Figure 1. Signal wires on met2 (run 1).
Scale bar: 20 um.
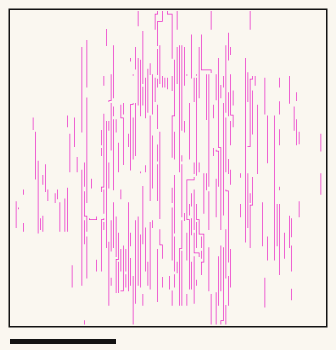
Figure 2. Clock routing (run 1).
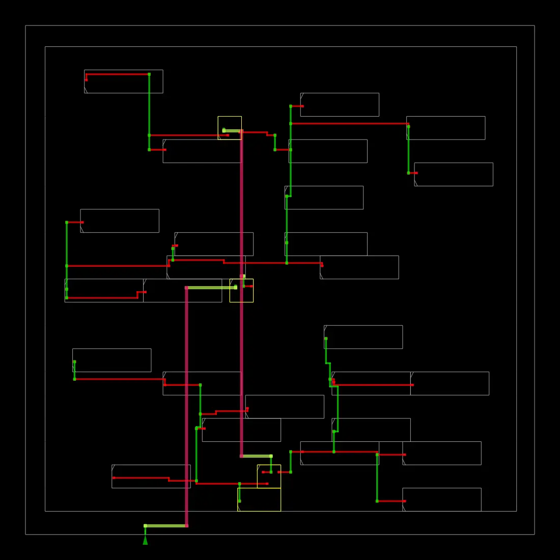
Figure 3. Signal wires on met3 (run 1).
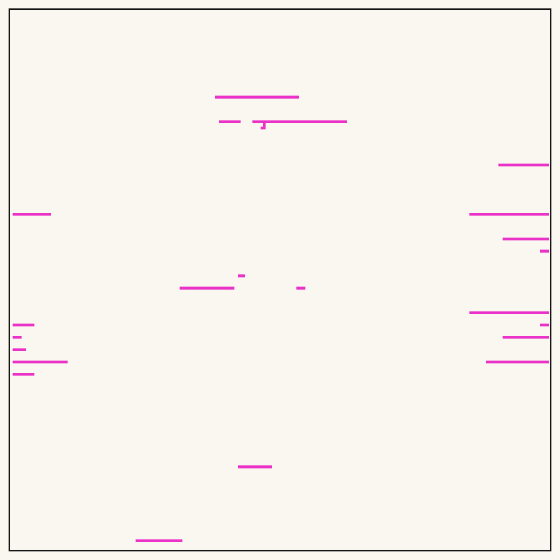
Figure 4. Metal layers overlaid (run 1).
Scale bar: 20 um. Two of the layers only.
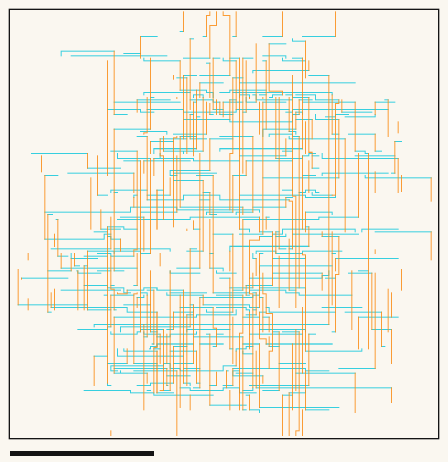
**src/rtl/shift_normalizer.sv**
```systemverilog
// Sequential normalizer: shifts a word toward its MSB (lr=1) or LSB (lr=0) until that bit is set,
// reporting the shift count. Define FAST_NIBBLE_EN to skip four all-zero bits in a single cycle.
module shift_normalizer #(
  parameter int WIDTH = 8,
  parameter int CNT_W = 3
) (
  input  logic             clk,
  input  logic             rst,
  input  logic             in_valid,
  output logic             in_ready,
  input  logic [WIDTH-1:0] in_data,
  input  logic             in_lr,
  output logic             out_valid,
  input  logic             out_ready,
  output logic [WIDTH-1:0] out_data,
  output logic [CNT_W-1:0] out_count,
  output logic             out_zero
);

  typedef enum logic [1:0] {IDLE, SHIFT, DONE} state_t;

  state_t           state_q, state_d;
  logic [WIDTH-1:0] work_q, work_d;
  logic [CNT_W-1:0] count_q, count_d;
  logic             lr_q, lr_d;
  logic [WIDTH-1:0] data_q, data_d;
  logic [CNT_W-1:0] ocount_q, ocount_d;
  logic             zero_q, zero_d;
  logic             target_set;

  assign target_set = lr_q ? work_q[WIDTH-1] : work_q[0];

`ifdef FAST_NIBBLE_EN
  logic nibble_clear;
  assign nibble_clear = lr_q ? (work_q[WIDTH-1 -: 4] == 4'b0000) : (work_q[3:0] == 4'b0000);
`endif

  assign in_ready  = (state_q == IDLE) && !rst;
  assign out_valid = (state_q == DONE);
  assign out_data  = data_q;
  assign out_count = ocount_q;
  assign out_zero  = zero_q;

  always_comb begin
    state_d  = state_q;
    work_d   = work_q;
    count_d  = count_q;
    lr_d     = lr_q;
    data_d   = data_q;
    ocount_d = ocount_q;
    zero_d   = zero_q;
    case (state_q)
      IDLE: begin
        if (in_valid && in_ready) begin
          work_d  = in_data;
          lr_d    = in_lr;
          count_d = '0;
          state_d = SHIFT;
        end
      end
      SHIFT: begin
        if (work_q == '0) begin
          zero_d   = 1'b1;
          data_d   = '0;
          ocount_d = '0;
          state_d  = DONE;
        end else if (target_set) begin
          zero_d   = 1'b0;
          data_d   = work_q;
          ocount_d = count_q;
          state_d  = DONE;
        end
`ifdef FAST_NIBBLE_EN
        // A non-zero word with a clear nibble is always at least 4 positions from done,
        // so the count cannot overflow here.
        else if (nibble_clear) begin
          work_d  = lr_q ? (work_q << 4) : (work_q >> 4);
          count_d = count_q + CNT_W'(4);
        end
`endif
        else begin
          work_d  = lr_q ? (work_q << 1) : (work_q >> 1);
          count_d = count_q + CNT_W'(1);
        end
      end
      DONE: begin
        if (out_ready) state_d = IDLE;
      end
      default: state_d = IDLE;
    endcase
  end

  always_ff @(posedge clk or posedge rst) begin
    if (rst) begin
      state_q  <= IDLE;
      work_q   <= '0;
      count_q  <= '0;
      lr_q     <= 1'b0;
      data_q   <= '0;
      ocount_q <= '0;
      zero_q   <= 1'b0;
    end else begin
      state_q  <= state_d;
      work_q   <= work_d;
      count_q  <= count_d;
      lr_q     <= lr_d;
      data_q   <= data_d;
      ocount_q <= ocount_d;
      zero_q   <= zero_d;
    end
  end

endmodule
```
**config.mk**
```make
export PLATFORM = sky130hd
export DESIGN_NAME = shift_normalizer
export DESIGN_NICKNAME = d
export VERILOG_FILES = /design/src/rtl/shift_normalizer.sv
export SDC_FILE = /design/constraint.sdc
export NUM_CORES = 1
export LEC_CHECK = 0
export CAP_MARGIN = 20
export CORE_MARGIN = 2
export CORE_UTILIZATION = 41
export CTS_CLUSTER_DIAMETER = 100
export DETAILED_ROUTE_END_ITERATION = 10
export HOLD_SLACK_MARGIN = 0.12
export PLACE_DENSITY = 0.78
export SLEW_MARGIN = 0
export SYNTH_ARGS = -nofsm -noshare
export SYNTH_HDL_FRONTEND = slang
export SYNTH_SLANG_ARGS = --single-unit
```
**constraint.sdc**
```tcl
create_clock -name clk -period 1.6 [get_ports clk]
set_input_delay 0.32 -clock clk [delete_from_list [all_inputs] [get_ports clk]]
set_output_delay 0.32 -clock clk [all_outputs]
set_load 0.01 [all_outputs]
```
==> impl_metrics.ini, run 1 <==
; synthesis and place-and-route metrics
[run_status]
outcome = complete, but fails checks
violated_checks = negative setup slack

[final_layout]
area_delta_synth_final_pct = 56.5
share_of_final_layout_standard_cells_stronger_than_drive_strength_1_pct = 38.7
multiInputGateArea_sq_um = 684
share_of_cell_area_taken_by_multi_input_logic_gates_pct = 34.5

[die]
row_count = 20

[final_timing]
setup-tns-final_ns = -2.73
final-setup-viol-count = 20
holdWs_ns = 0.365
max_slew.worst_pin.slew_ns = 0.385
postLayoutSetupSlackWorst_ns = -0.199

[power_and_ir_drop]
power_sequential_w = 0.00123
power.total_w = 0.00413
total_leakage_power_nw = 1.07

[worst_setup_path]
worst_r2r_endpoint = work_q[3]
cp-end-kind = flop

[routing]
route.top_layer_used = met4
detail_route.wirelength.met1_mm = 1.48

[flow_run]
max_cap_violations = 0

[synth]
seq_area_frac_synth_pct = 51.3

[placed_design]
io_buffers = 26
-- Figure 1 (at the start) --
share of all routed wire: 49%
longest straight run: 34.7 um
nets with wire on the layer: 161
main direction: vertical
wire length on this layer: 1570 um

-- Figure 2 (at the start) --
final sequential cell count: 26
setup skew after layout: 0.0102 ns
final-layout clock buffer total: 4
Clk Latency, worst-skew pair: 0.34 ns

-- Figure 3 (at the start) --
main direction: horizontal
wire length on this layer: 92.7 um
longest straight run: 10.1 um
share of all routed wire: 2.9%
nets with wire on the layer: 18

-- Figure 4 (at the start) --
| layer | colour | wire length |
|---|---|---|
| M2 | orange | 1570 um |
| M1 | cyan | 1480 um |

Figure 5. Supply network (run 1).
Scale bar: 20 um. Pins as bars on the die edge.
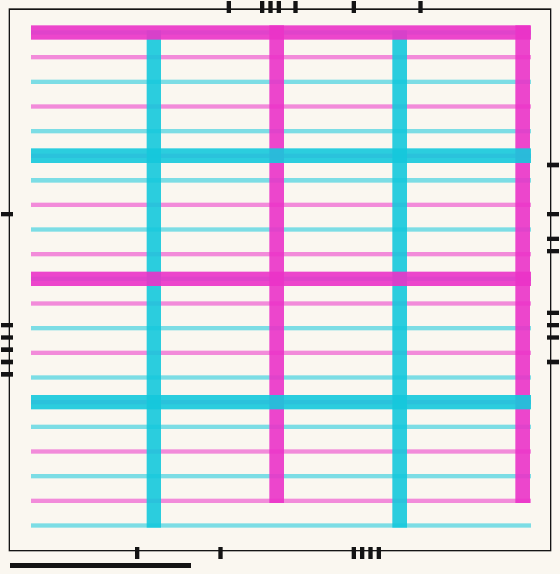

## Run 2: what changed since run 1
SETUP_SLACK_MARGIN = 0.3   (was default)
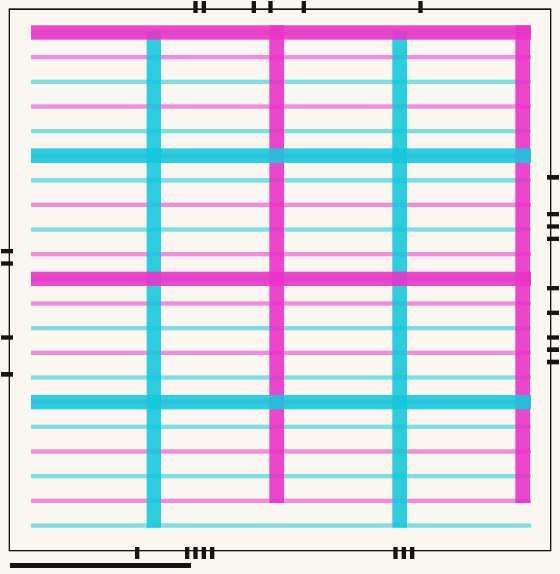
Figure 6: run 2, supply network.
Scale bar: 20 um. Pins as bars on the die edge.
| net | colour |
|---|---|
| VDD | magenta |
| VSS | cyan |
met5 straps: 4
rows: 20

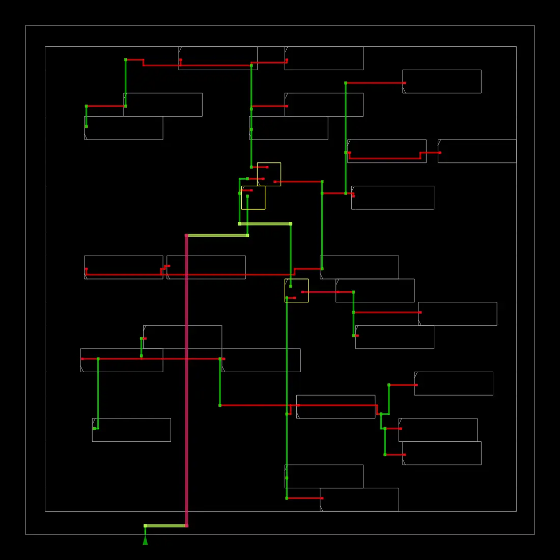
Figure 7: run 2, clock routing.
final-layout clock buffer total: 3
total clock sinks: 26

==> impl_metrics.ini, run 2 <==
; synthesis and place-and-route metrics
[run_status]
outcome = complete, but fails checks
violated_checks = negative setup slack

[final_layout]
area_delta_synth_final_pct = 53.0
final_design_area_no_fill_sq_mm = 0.00194
share_of_final_layout_standard_cells_stronger_than_drive_strength_1_pct = 50.0
design.seq.count = 26
multiInputGateArea_sq_um = 693
share_of_cell_area_taken_by_multi_input_logic_gates_pct = 35.7
clock_distribution_area_overhead_in_the_final_layout_pct = 1.16

[final_timing]
postLayoutSetupSlackWorst_ns = -0.165
fin_worst_skew_ns = 0.00790
final-setup-viol-count = 20
max_slew.worst_pin.slew_ns = 0.347
holdWs_ns = 0.412
rsz0062_at_grt = yes
setup-tns-final_ns = -2.48

[flow_run]
max_cap_violations = 0

[synth]
number_of_storage_elements_in_the_synthesis_netlist = 26
seq_area_frac_synth_pct = 51.3
post_synthesis_average_cell_area_sq_um = 11.6

[worst_setup_path]
cp-end-kind = flop
cp_max_fo = 8
worst_r2r_endpoint = out_data[0]

[global_routing]
grt_start_max_net_pins = 27
grt_overflow_total = 0

[power_and_ir_drop]
clockNetworkPower_w = 0.000283
power_sequential_w = 0.00122
power.total_w = 0.00401
total_leakage_power_nw = 0.983

[die]
row_count = 20

[cts]
clkLatencyLatePin_ns = 0.32

[routing]
route.antenna.remaining_nets = 0
route.top_layer_used = met4
detail_route.wirelength.met1_mm = 1.36
## Run 3: what changed since run 2
CTS_BUF_LIST = sky130_fd_sc_hd__clkbuf_2 sky130_fd_sc_hd__clkbuf_4 sky130_fd_sc_hd__clkbuf_8   (was default)
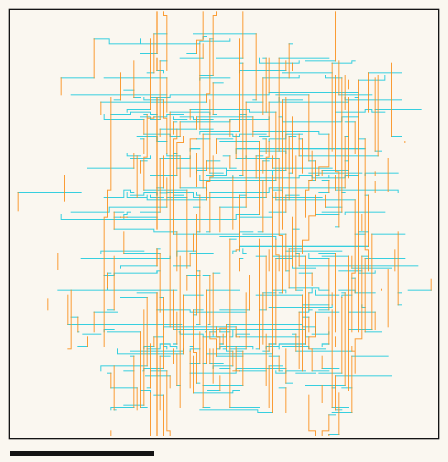
Figure 8: run 3, metal layers overlaid.
Scale bar: 20 um. Two of the layers only.
| layer | colour | wire length |
|---|---|---|
| M2 | orange | 1610 um |
| M1 | cyan | 1360 um |

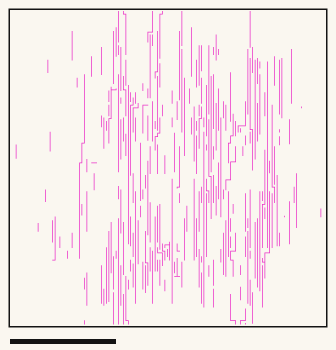
Figure 9: run 3, signal wires on met2.
Scale bar: 20 um.
main direction: vertical
nets with wire on the layer: 161

==> impl_metrics.ini, run 3 <==
; synthesis and place-and-route metrics
[synth]
seq_area_frac_synth_pct = 51.3
synthesis.area_sq_mm = 0.00127
post_synthesis_average_cell_area_sq_um = 11.6
compound_area_share_pct = 10.1
number_of_storage_elements_in_the_synthesis_netlist = 26
top_area_cell_types = sky130_fd_sc_hd__dfrtp_1, sky130_fd_sc_hd__mux2_2, sky130_fd_sc_hd__mux2_4, sky130_fd_sc_hd__mux2i_1, sky130_fd_sc_hd__o21ai_0
chip_area_line_of_the_yosys_report_sq_mm = 0.00127

[final_layout]
share_of_cell_area_taken_by_multi_input_logic_gates_pct = 35.7
antenna_cells_inserted = 0
multiInputGateArea_sq_um = 693
final_design_area_no_fill_sq_mm = 0.00194
clock_distribution_area_overhead_in_the_final_layout_pct = 1.16
area_delta_synth_final_pct = 53.0
share_of_final_layout_standard_cells_stronger_than_drive_strength_1_pct = 50.0
design.seq.count = 26

[final_timing]
rsz0062_at_grt = yes
max_slew.worst_pin.slew_ns = 0.347
setup-tns-final_ns = -2.48
max_freq_mhz = 566
final-setup-viol-count = 20
fin_worst_skew_ns = 0.00790
holdWs_ns = 0.412
postLayoutSetupSlackWorst_ns = -0.165

[cts]
resized_cells_post_cts = 55
clock_sinks = 26
clock-root-buffer = sky130_fd_sc_hd__clkbuf_4

[global_routing]
grt_start_max_net_pins = 27
grt_overflow_total = 0

[routing]
wl_met3_um = 106
detail_route.wirelength.met1_mm = 1.36
route.antenna.remaining_nets = 0

[die]
tap_cell_instance_count = 33
row_count = 20

[power_and_ir_drop]
total_leakage_power_nw = 0.983
clockNetworkPower_w = 0.000283
power_sequential_w = 0.00122

[worst_setup_path]
cp-end-kind = flop
worstReg2RegStart = work_q[7]
cp_max_fo = 8
worst_r2r_endpoint = out_data[0]

[run_status]
violated_checks = negative setup slack
outcome = complete, but fails checks

[placed_design]
io_buffers = 26
